===== config.mk =====
export PLATFORM = sky130hd
export DESIGN_NAME = lif_array_scheduler_flat
export DESIGN_NICKNAME = d
export VERILOG_FILES = /design/src/rtl/lif_array_scheduler_if.sv /design/src/rtl/lif_array_scheduler.sv /design/src/flat_wrapper.sv
export SDC_FILE = /design/constraint.sdc
export NUM_CORES = 1
export LEC_CHECK = 0
export CAP_MARGIN = 15
export CORE_MARGIN = 2
export CORE_UTILIZATION = 55
export DETAILED_ROUTE_END_ITERATION = 12
export MAX_ROUTING_LAYER = met4
export PLACE_DENSITY = 0.82
export SYNTH_ARGS = -nofsm -noshare
export SYNTH_HDL_FRONTEND = slang
export SYNTH_SLANG_ARGS = --single-unit

===== constraint.sdc =====
create_clock -name clk -period 7.7 [get_ports clk]
set_input_delay 2.31 -clock clk [delete_from_list [all_inputs] [get_ports clk]]
set_output_delay 2.31 -clock clk [all_outputs]
set_load 0.02 [all_outputs]

===== src/rtl/lif_array_scheduler_if.sv =====
// Timestep request / spike address-event bundle between the sequencer,
// the LIF scheduler and the spike router.
interface lif_array_scheduler_if #(
    parameter int N_NEURONS = 8
) ();
    localparam int ID_W = (N_NEURONS > 1) ? $clog2(N_NEURONS) : 1;

    logic                 step_start;
    logic [N_NEURONS-1:0] in_vec;
    logic                 busy;
    logic                 spk_valid;
    logic [ID_W-1:0]      spk_id;
    logic                 spk_ready;
    logic                 step_done;
    logic [N_NEURONS-1:0] spike_vec;

    // scheduler side: produces events and status
    modport master (
        input  step_start, in_vec, spk_ready,
        output busy, spk_valid, spk_id, step_done, spike_vec
    );

    // sequencer/router side
    modport slave (
        output step_start, in_vec, spk_ready,
        input  busy, spk_valid, spk_id, step_done, spike_vec
    );
endinterface


===== src/rtl/lif_array_scheduler.sv =====
// One shared leaky integrate-and-fire datapath swept over N_NEURONS potentials,
// emitting each spike as an address-event in ascending id order.
module lif_array_scheduler #(
    parameter int N_NEURONS       = 8,
    parameter int P_WIDTH         = 8,
    parameter int THRESHOLD       = 10,
    parameter int LEAK_FACTOR_NUM = 9,
    parameter int LEAK_FACTOR_DEN = 10,
    parameter int IN_WEIGHT       = 4
) (
    input  logic                   clk,
    input  logic                   rst,
    lif_array_scheduler_if.master  bus
);
    localparam int IDX_W  = (N_NEURONS > 1) ? $clog2(N_NEURONS) : 1;
    localparam int PROD_W = P_WIDTH + $clog2(LEAK_FACTOR_NUM + 1) + 1;
    localparam int SUM_W  = PROD_W + 1;

    localparam logic [PROD_W-1:0]  NUM_C    = PROD_W'(LEAK_FACTOR_NUM);
    localparam logic [PROD_W-1:0]  DEN_C    = PROD_W'(LEAK_FACTOR_DEN);
    localparam logic [SUM_W-1:0]   WEIGHT_C = SUM_W'(IN_WEIGHT);
    localparam logic [SUM_W-1:0]   SAT_C    = SUM_W'((2 ** P_WIDTH) - 1);
    localparam logic [P_WIDTH-1:0] THRESH_C = P_WIDTH'(THRESHOLD);
    localparam logic [IDX_W-1:0]   LAST_C   = IDX_W'(N_NEURONS - 1);
    localparam logic [IDX_W-1:0]   ONE_C    = IDX_W'(1);

    typedef enum logic [1:0] {IDLE, UPDATE, EMIT, DONE} state_t;

    state_t               state_r;
    logic [IDX_W-1:0]     idx_r;
    logic [P_WIDTH-1:0]   pot_r [N_NEURONS];
    logic [N_NEURONS-1:0] in_lat_r;
    logic [N_NEURONS-1:0] work_r;
    logic                 busy_r;
    logic                 spk_valid_r;
    logic [IDX_W-1:0]     spk_id_r;
    logic                 step_done_r;
    logic [N_NEURONS-1:0] spike_vec_r;

    logic [P_WIDTH-1:0]   pot_cur_s;
    logic [PROD_W-1:0]    prod_s;
    logic [PROD_W-1:0]    leak_s;
    logic [SUM_W-1:0]     sum_s;
    logic [P_WIDTH-1:0]   cand_s;
    logic                 fire_s;
    logic                 last_s;

    // product is wide enough that the leak never wraps; only the final sum saturates
    assign pot_cur_s = pot_r[idx_r];
    assign prod_s    = {{(PROD_W-P_WIDTH){1'b0}}, pot_cur_s} * NUM_C;
    assign leak_s    = prod_s / DEN_C;
    assign sum_s     = {1'b0, leak_s} + (in_lat_r[idx_r] ? WEIGHT_C : {SUM_W{1'b0}});
    assign cand_s    = (sum_s > SAT_C) ? {P_WIDTH{1'b1}} : sum_s[P_WIDTH-1:0];
    assign fire_s    = (cand_s >= THRESH_C);
    assign last_s    = (idx_r == LAST_C);

    assign bus.busy      = busy_r;
    assign bus.spk_valid = spk_valid_r;
    assign bus.spk_id    = spk_id_r;
    assign bus.step_done = step_done_r;
    assign bus.spike_vec = spike_vec_r;

    // sweep controller, potential file and registered outputs
    always_ff @(posedge clk) begin
        if (rst) begin
            state_r     <= IDLE;
            idx_r       <= {IDX_W{1'b0}};
            in_lat_r    <= {N_NEURONS{1'b0}};
            work_r      <= {N_NEURONS{1'b0}};
            busy_r      <= 1'b0;
            spk_valid_r <= 1'b0;
            spk_id_r    <= {IDX_W{1'b0}};
            step_done_r <= 1'b0;
            spike_vec_r <= {N_NEURONS{1'b0}};
            for (int i = 0; i < N_NEURONS; i++) begin
                pot_r[i] <= {P_WIDTH{1'b0}};
            end
        end else begin
            step_done_r <= 1'b0;
            case (state_r)
                IDLE: begin
                    if (bus.step_start) begin
                        in_lat_r <= bus.in_vec;
                        idx_r    <= {IDX_W{1'b0}};
                        work_r   <= {N_NEURONS{1'b0}};
                        busy_r   <= 1'b1;
                        state_r  <= UPDATE;
                    end
                end
                UPDATE: begin
                    if (fire_s) begin
                        pot_r[idx_r]  <= {P_WIDTH{1'b0}};
                        work_r[idx_r] <= 1'b1;
                        spk_id_r      <= idx_r;
                        spk_valid_r   <= 1'b1;
                        state_r       <= EMIT;
                    end else begin
                        pot_r[idx_r] <= cand_s;
                        if (last_s) begin
                            step_done_r <= 1'b1;
                            spike_vec_r <= work_r;
                            state_r     <= DONE;
                        end else begin
                            idx_r <= idx_r + ONE_C;
                        end
                    end
                end
                EMIT: begin
                    // spk_id stays put until the router takes the event
                    if (bus.spk_ready) begin
                        spk_valid_r <= 1'b0;
                        if (last_s) begin
                            step_done_r <= 1'b1;
                            spike_vec_r <= work_r;
                            state_r     <= DONE;
                        end else begin
                            idx_r   <= idx_r + ONE_C;
                            state_r <= UPDATE;
                        end
                    end
                end
                DONE: begin
                    busy_r  <= 1'b0;
                    state_r <= IDLE;
                end
                default: begin
                    busy_r      <= 1'b0;
                    spk_valid_r <= 1'b0;
                    state_r     <= IDLE;
                end
            endcase
        end
    end
endmodule


===== src/flat_wrapper.sv =====
// flat-port wrapper written by rule: the top's interface ports become plain ports
module lif_array_scheduler_flat 
#(
    parameter int N_NEURONS       = 8,
    parameter int P_WIDTH         = 8,
    parameter int THRESHOLD       = 10,
    parameter int LEAK_FACTOR_NUM = 9,
    parameter int LEAK_FACTOR_DEN = 10,
    parameter int IN_WEIGHT       = 4
)
  (clk, rst, bus_step_start, bus_in_vec, bus_spk_ready, bus_busy, bus_spk_valid, bus_spk_id, bus_step_done, bus_spike_vec);
  lif_array_scheduler_if #(.N_NEURONS(N_NEURONS)) bus_i ();
  input  logic clk;
  input  logic rst;
  input wire logic [$bits(bus_i.step_start)-1:0] bus_step_start;
  input wire logic [$bits(bus_i.in_vec)-1:0] bus_in_vec;
  input wire logic [$bits(bus_i.spk_ready)-1:0] bus_spk_ready;
  output wire logic [$bits(bus_i.busy)-1:0] bus_busy;
  output wire logic [$bits(bus_i.spk_valid)-1:0] bus_spk_valid;
  output wire logic [$bits(bus_i.spk_id)-1:0] bus_spk_id;
  output wire logic [$bits(bus_i.step_done)-1:0] bus_step_done;
  output wire logic [$bits(bus_i.spike_vec)-1:0] bus_spike_vec;
  assign bus_i.step_start = bus_step_start;
  assign bus_i.in_vec = bus_in_vec;
  assign bus_i.spk_ready = bus_spk_ready;
  assign bus_busy = bus_i.busy;
  assign bus_spk_valid = bus_i.spk_valid;
  assign bus_spk_id = bus_i.spk_id;
  assign bus_step_done = bus_i.step_done;
  assign bus_spike_vec = bus_i.spike_vec;
  lif_array_scheduler #(.N_NEURONS(N_NEURONS), .P_WIDTH(P_WIDTH), .THRESHOLD(THRESHOLD), .LEAK_FACTOR_NUM(LEAK_FACTOR_NUM), .LEAK_FACTOR_DEN(LEAK_FACTOR_DEN), .IN_WEIGHT(IN_WEIGHT)) u_core (.clk(clk), .rst(rst), .bus(bus_i));
endmodule

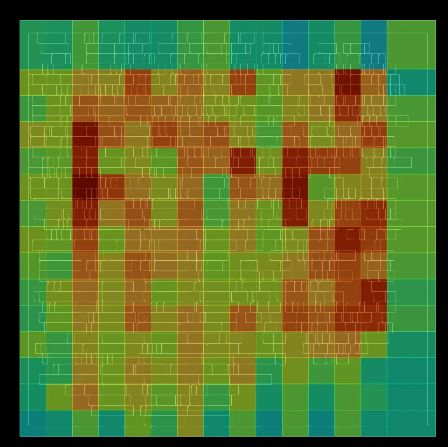
(congestion heat map)
wire per inst: 17.8 µm
GR Layer Usage met2: 0.405
final core occ: 0.635
GR Util All Layers: 0.257

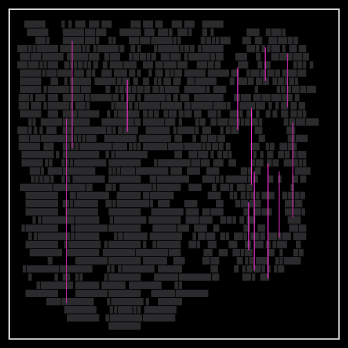
(met4 routing)
Scale: 3 px per µm.
share of all routed wire: 2.3%
longest straight run: 61.2 µm
wire length on this layer: 327 µm
main direction: vertical

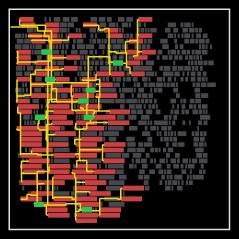
(clock network drawn from the DEF)
Scale: 2 px per µm.
[red] flip-flops | count: 102
[yellow] clock wires | length: 977 µm
[green] clock-net drivers | count: 9
routed clock nets: 10

==> flip-flops by register name, summed over array words and instances (netlist names), named ones only <==
register	flops
u_core.bus.busy	1
u_core.bus.spike_vec	8
u_core.bus.spk_id	3
u_core.bus.spk_valid	1
u_core.bus.step_done	1
u_core.idx_r	3
u_core.in_lat_r	8
u_core.pot_r	64
u_core.state_r	2
u_core.work_r	8
==> timing repair <==
item / CTS / global route
setup buffers: 0 / 0
resized: 0 / 15
hold buffers: 0 / 0
setup endpoints to repair: 0 / 61
==> layout make-up <==
| cell class | count | area (µm²) | area share |
|---|---|---|---|
| clock buffer | 12 | 156 | 0.0227 |
| clock inverter | 4 | 21.3 | 0.00309 |
| inverter | 22 | 82.6 | 0.0120 |
| multi-input combinational | 484 | 3360 | 0.488 |
| sequential | 102 | 2680 | 0.390 |
| tap | 140 | 175 | 0.0254 |
| timing repair buffer | 45 | 408 | 0.0593 |
==> how the worst min path moves through the flow <==
stage,startpoint,end,slack [ps],depth (start not counted)
2_1_floorplan,u_core.in_lat_r[0]$_SDFFE_PP0P_,u_core.in_lat_r[0]$_SDFFE_PP0P_,440,2
3_3_place_gp,u_core.in_lat_r[4]$_SDFFE_PP0P_,u_core.in_lat_r[4]$_SDFFE_PP0P_,440,2
3_5_place_dp,u_core.in_lat_r[7]$_SDFFE_PP0P_,u_core.in_lat_r[7]$_SDFFE_PP0P_,450,2
4_1_cts,u_core.in_lat_r[7]$_SDFFE_PP0P_,u_core.in_lat_r[7]$_SDFFE_PP0P_,460,2
5_1_grt,u_core.in_lat_r[0]$_SDFFE_PP0P_,u_core.in_lat_r[0]$_SDFFE_PP0P_,490,2
6_report,u_core.in_lat_r[2]$_SDFFE_PP0P_,u_core.in_lat_r[2]$_SDFFE_PP0P_,460,2
==> metrics by stage <==
| stage | setup slack [ps] | cell area [µm²] |
|---|---|---|
| finish | 405 | 6880 |
| global route | -0.989 | 6880 |
| CTS | 267 | 6820 |
| detailed placement | 277 | 6640 |
| global placement | 478 | 6640 |
| floorplan | 475 | 6230 |
==> kinds of logic after synthesis <==
family | count (synthesis) | share of synthesized area
other | 1 | 0.000613
muxes | 44 | 0.110
and+or+nand+nor | 218 | 0.167
adders and majority gates | 19 | 0.0397
AOI/OAI and AO/OA | 162 | 0.191
xor gates and xnor gates | 9 | 0.0129
buffers and inverters | 58 | 0.0399
DFF | 102 | 0.439
==> critical path, delay by kind of cell, from the launching register on <==
family	cells	cell delay [ps]
compound gates	9	1900
simple gates	6	1550
mux	4	1260
fa+ha+maj	5	1440
flops	1	350
buf+inv	4	700
==> routing by layer <==
| layer | routed length [µm] | share of wire |
|---|---|---|
| met5 | 0 | 0 |
| met3 | 848 | 0.059 |
| met4 | 327 | 0.023 |
| met1 | 6050 | 0.42 |
| met2 | 7190 | 0.50 |
==> Changelog: implementation <==
### Implementation results

- Met1 Use GR: 0.341
- WL final: 14400 µm
- Status: finished clean
- MaxCap Viol Count: 0
- Die Ht: 109 µm
- Io pins: 26
- Flops after synth: 102
- Post-layout nets: 694
- Setup Total Neg Slack: 0 ps
- Initial antenna violation count: 0
- Number of global-route vias before repair: 4650
- Tcrit/Tclk final: 0.947
- CTS HTree Levels: 3
- Hold Violations, Final: 0
- Cell taking the most area after synthesis: edfxtp_1
- Die Area: 0.0120 mm²
- CP max FO: 16
- Fin. max-slew vios: 0
- Dominant logic cell type in the layout: nand2_1
- Clock Latency Late Sink: 360 ps
- Most frequent cell on the critical path: ha_1
- F_max: 137 MHz
- Setup violators final: 0
- Async SR Flop Fraction: 0
- Detailed Place HPWL: 10800 µm
- Antenna Nets Post-Route: 0
- Site Rows: 38
- Via density: 6.18
- DR pass1 iterations: 5
- Ys cells: 613
- Reg-to-Reg End: u_core.bus.spike_vec[6]$_SDFFE_PP0P_
- DR vias: 4999
- Num CTS Buffers: 9
- Chip Width: 109 µm
- Yosys chip area: 0.00611 mm²
- Slew @ Worst Pin: 929 ps
- Setup CP Type: register to register
- DR iter-0 viols: 583
- Core Region: 0.0108 mm²
- Clock Tree Root: clkbuf_8
